## src/rtl/idli_sqi_mem_m.sv

```systemverilog
// SQI serial-SRAM responder: sequential READ/WRITE with a 16-bit address into an internal byte array.
// Optional build macro IDLI_SQI_MEM_RDMR_EN adds the mode-register read opcode 8'h05.
module idli_sqi_mem_m #(
    parameter int unsigned DEPTH     = 256,
    parameter logic [7:0]  CMD_READ  = 8'h03,
    parameter logic [7:0]  CMD_WRITE = 8'h02
) (
    input  logic       i_mem_gck,
    input  logic       i_mem_rst_n,
    input  logic       i_mem_sck,
    input  logic       i_mem_cs,
    input  logic [3:0] i_mem_sio,
    output logic [3:0] o_mem_sio,
    output logic       o_mem_sio_oe
);
    localparam int unsigned ADDR_W = $clog2(DEPTH);
`ifdef IDLI_SQI_MEM_RDMR_EN
    localparam logic [7:0] CMD_RDMR = 8'h05;
`endif

    typedef enum logic [2:0] {IDLE, CMD, ADDR, DUMMY, RDATA, WDATA, IGNORE} state_t;

    state_t            state;
    logic              sck_q;
    logic [1:0]        cnt;
    logic              nib_idx;
    logic [3:0]        cmd_hi;
    logic [3:0]        wr_hi;
    logic              is_read;
    logic              mode_rd;
    logic [ADDR_W-1:0] addr;
    logic [7:0]        mem [DEPTH];

    logic       rise;
    logic       fall;
    logic       wr_en;
    logic [7:0] opcode;
    logic [7:0] rd_byte;

    // sck is a sampled qualifier; edges are ignored while deselected.
    assign rise    = i_mem_sck & ~sck_q & ~i_mem_cs;
    assign fall    = ~i_mem_sck & sck_q & ~i_mem_cs;
    assign opcode  = {cmd_hi, i_mem_sio};
    assign rd_byte = mode_rd ? 8'h40 : mem[addr];
    assign wr_en   = (state == WDATA) && rise && nib_idx;

    // NOTE: the storage array has no reset branch; resetting it would forbid RAM inference.
    always_ff @(posedge i_mem_gck) begin
        if (wr_en) begin
            mem[addr] <= {wr_hi, i_mem_sio};
        end
    end

    // NOTE: all sequential state uses non-blocking assignments so every register sees pre-edge values.
    always_ff @(posedge i_mem_gck or negedge i_mem_rst_n) begin
        if (!i_mem_rst_n) begin
            state        <= IDLE;
            sck_q        <= 1'b0;
            cnt          <= '0;
            nib_idx      <= 1'b0;
            cmd_hi       <= '0;
            wr_hi        <= '0;
            is_read      <= 1'b0;
            mode_rd      <= 1'b0;
            addr         <= '0;
            o_mem_sio    <= '0;
            o_mem_sio_oe <= 1'b0;
        end else begin
            sck_q <= i_mem_sck;
            if (i_mem_cs) begin
                // Deselect wins over any edge in the same cycle, dropping a half-finished byte.
                state        <= IDLE;
                cnt          <= '0;
                nib_idx      <= 1'b0;
                mode_rd      <= 1'b0;
                o_mem_sio    <= '0;
                o_mem_sio_oe <= 1'b0;
            end else begin
                case (state)
                    IDLE: begin
                        state   <= CMD;
                        cnt     <= '0;
                        nib_idx <= 1'b0;
                    end
                    CMD: if (rise) begin
                        cmd_hi <= i_mem_sio;
                        cnt    <= cnt + 2'd1;
                        if (cnt[0]) begin
                            cnt <= '0;
                            if (opcode == CMD_READ) begin
                                is_read <= 1'b1;
                                state   <= ADDR;
                            end else if (opcode == CMD_WRITE) begin
                                is_read <= 1'b0;
                                state   <= ADDR;
`ifdef IDLI_SQI_MEM_RDMR_EN
                            end else if (opcode == CMD_RDMR) begin
                                mode_rd <= 1'b1;
                                state   <= DUMMY;
`endif
                            end else begin
                                state <= IGNORE;
                            end
                        end
                    end
                    ADDR: if (rise) begin
                        // Shifting through a narrow register keeps only the low ADDR_W address bits.
                        addr <= ADDR_W'({addr, i_mem_sio});
                        cnt  <= cnt + 2'd1;
                        if (cnt == 2'd3) begin
                            nib_idx <= 1'b0;
                            state   <= is_read ? DUMMY : WDATA;
                        end
                    end
                    DUMMY: if (rise) begin
                        cnt <= cnt + 2'd1;
                        if (cnt[0]) begin
                            cnt     <= '0;
                            nib_idx <= 1'b0;
                            state   <= RDATA;
                        end
                    end
                    RDATA: begin
                        if (fall) begin
                            o_mem_sio    <= nib_idx ? rd_byte[3:0] : rd_byte[7:4];
                            o_mem_sio_oe <= 1'b1;
                        end
                        if (rise) begin
                            nib_idx <= ~nib_idx;
                            if (nib_idx && !mode_rd) begin
                                addr <= addr + ADDR_W'(1);
                            end
                        end
                    end
                    WDATA: if (rise) begin
                        if (!nib_idx) begin
                            wr_hi   <= i_mem_sio;
                            nib_idx <= 1'b1;
                        end else begin
                            nib_idx <= 1'b0;
                            addr    <= addr + ADDR_W'(1);
                        end
                    end
                    IGNORE: ;
                    default: state <= IDLE;
                endcase
            end
        end
    end
endmodule

```

## config.mk

```make
export PLATFORM = sky130hd
export DESIGN_NAME = idli_sqi_mem_m
export DESIGN_NICKNAME = d
export VERILOG_FILES = /design/src/rtl/idli_sqi_mem_m.sv
export SDC_FILE = /design/constraint.sdc
export NUM_CORES = 2
export LEC_CHECK = 0
export ABC_AREA = 1
export CORE_UTILIZATION = 50
export CTS_CLUSTER_DIAMETER = 100
export DETAILED_ROUTE_END_ITERATION = 10
export GPL_ROUTABILITY_DRIVEN = 0
export HOLD_SLACK_MARGIN = 0.12
export PLACE_DENSITY = 0.79
export REMOVE_ABC_BUFFERS = 1
export SETUP_SLACK_MARGIN = 0.1
export SLEW_MARGIN = 10
export SYNTH_ARGS = -nofsm -noshare
export SYNTH_HDL_FRONTEND = slang
export SYNTH_SLANG_ARGS = --single-unit
```

## constraint.sdc

```tcl
create_clock -name i_mem_gck -period 4 [get_ports i_mem_gck]
set_clock_uncertainty 0.2 [all_clocks]
set_input_delay 0.6 -clock i_mem_gck [delete_from_list [all_inputs] [get_ports i_mem_gck]]
set_output_delay 0.6 -clock i_mem_gck [all_outputs]
set_load 0.005 [all_outputs]
```

Metal 3:
(1 px per µm)
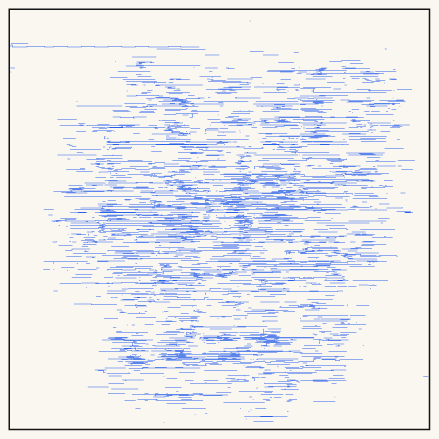
longest straight run: 116 µm
share of all routed wire: 12%

Placement view:
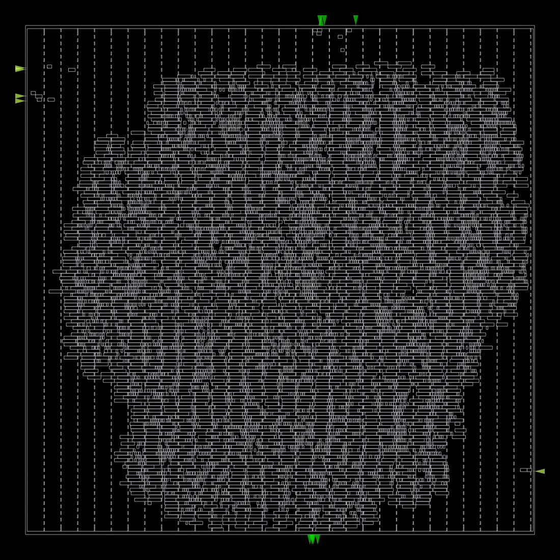
TAP cells: 2310
flop share of the area: 63.43%
Layout Cells excl Fill: 10770
core region area: 172100 µm²

==> flow_summary_export.csv <==
group,metric,value,unit
outcome,status,"completed",
die,die_y,418.7,µm
grt,grt_util_met3,5.937,%
final_layout,buffer_area_share,4.330,%
logic_synthesis,ys_sh_simple,18.48,%
setup_path,reg2reg_slack,410,ps
grt,use_met1,34.06,%
setup_path,path_cells,"inv_8 -> buf_12 -> buf_4 -> nand2_1 -> nand3_1 -> nand2_1 -> nand2_1 -> nand2_1 -> nor2_1 -> nor2_1 -> nor2_1 -> nand2_1 -> nand2_1 -> nand2_1 -> nor2_1 -> nand2_1 -> nand3_1 -> nand2_1",
detailed_routing,viasPerCell,5.658,
placed_design,dpl_cell_area,91770,µm²
detailed_routing,drt_iter0_drc,8694,
final_timing,setup_viol,0,
final_timing,fin_tns_setup,0,ps
min_path,hold_end,"sck_q$_DFF_PN0_",
setup_path,cp_data_required_time,4550,ps
logic_synthesis,ys_cells,8069,
final_layout,dominant_cells,"sequential cells",
grt,antenna_found_initial,6,
logic_synthesis,top_area_share,70.82,%
min_path,hold_class,"in -> reg",
setup_path,reg2regPathDepth,18,
clock_network,cts_root_buf,"clkbuf_16",
logic_synthesis,syn-instance-count,8069,
final_layout,fillers,13220,
die,die-area,175300,µm²
final_layout,sh_comb_area,21.32,%
setup_path,r2r-end,"o_mem_sio[3]$_DFFE_PN0P_",
power_and_ir_drop,ir_drop,0.7657,mV
final_timing,hold-worst-slack,213.1,ps
logic_synthesis,postSynthSeqShare,71.66,%
setup_path,endpoint_kind,"flip-flop",
final_timing,period_used_share,89.78,%
min_path,min_path_cells,1,
clock_network,clk_pin_slew,70,ps
detailed_routing,wl_met1,83600,µm
clock_network,cts_sinks,2077,
clock_network,clock_latency,870,ps
final_timing,fmax,0.2785,GHz
logic_synthesis,xor_area_share,0,%
logic_synthesis,synth_flops,2077,
clock_network,cts_setup_buffers,0,
die,die_x,418.7,µm
setup_path,r2r-start,"addr[0]$_DFFE_PN0P_",
final_layout,reg.largest.list,"mem x2048, addr x8",
setup_path,startpoint_type,"flip-flop",
setup_path,cp.buffers_inverters,3,
placed_design,hpwl,136100,µm
logic_synthesis,top_cells_by_area,"edfxtp_1, nand2_1, nor2_1",
setup_path,crit_top_cell,"nand2_1",
min_path,min_from,"i_mem_sck",
final_layout,lay_top_count,"nand2_1",
final_timing,period_needed,3591,ps
detailed_routing,met3_length,28570,µm
final_layout,final_area,98130,µm²
final_layout,inv_count,398,
die,io_pins,13,
detailed_routing,wl,232100,µm
placed_design,io_buffers,12,
logic_synthesis,top_area_cell,"edfxtp_1",
detailed_routing,antenna_left,0,
final_layout,drive_gt1_share,8.915,%
final_layout,seq_cell_count,2077,
final_layout,fin_util,57.02,%
clock_network,htree_levels,4,
logic_synthesis,ys_warn_count,0,
power_and_ir_drop,p_sw,25.78,mW
power_and_ir_drop,switching_share,38.32,%
==> power groups by stage <==
stage | logic, mW | clock network (mW) | registers [mW]
after floorplan | 7.37 | 0 | 27.3
after global placement | 21.8 | 0 | 26.4
after detailed placement | 22.1 | 0 | 26.4
after CTS | 22.4 | 18.3 | 26.0
after global routing | 24.8 | 19.1 | 26.0
final | 23.1 | 18.2 | 26.0
==> cells in the mapped netlist, drive strengths merged <==
library cell  instances
nand3               172
clkbuf              157
nand4                12
nor2               1670
o2111ai               1
inv                 396
o211ai                3
nand2              2337
clkinv                2
o21ai               900
nand3b                1
edfxtp             2048
o221ai                1
a31oi                 1
ha                    6
dfrtp                29
a22oi                 2
buf                 287
a21oi                20
nor3                 12
o22ai                12
Power is estimated from default activity; no workload was simulated.
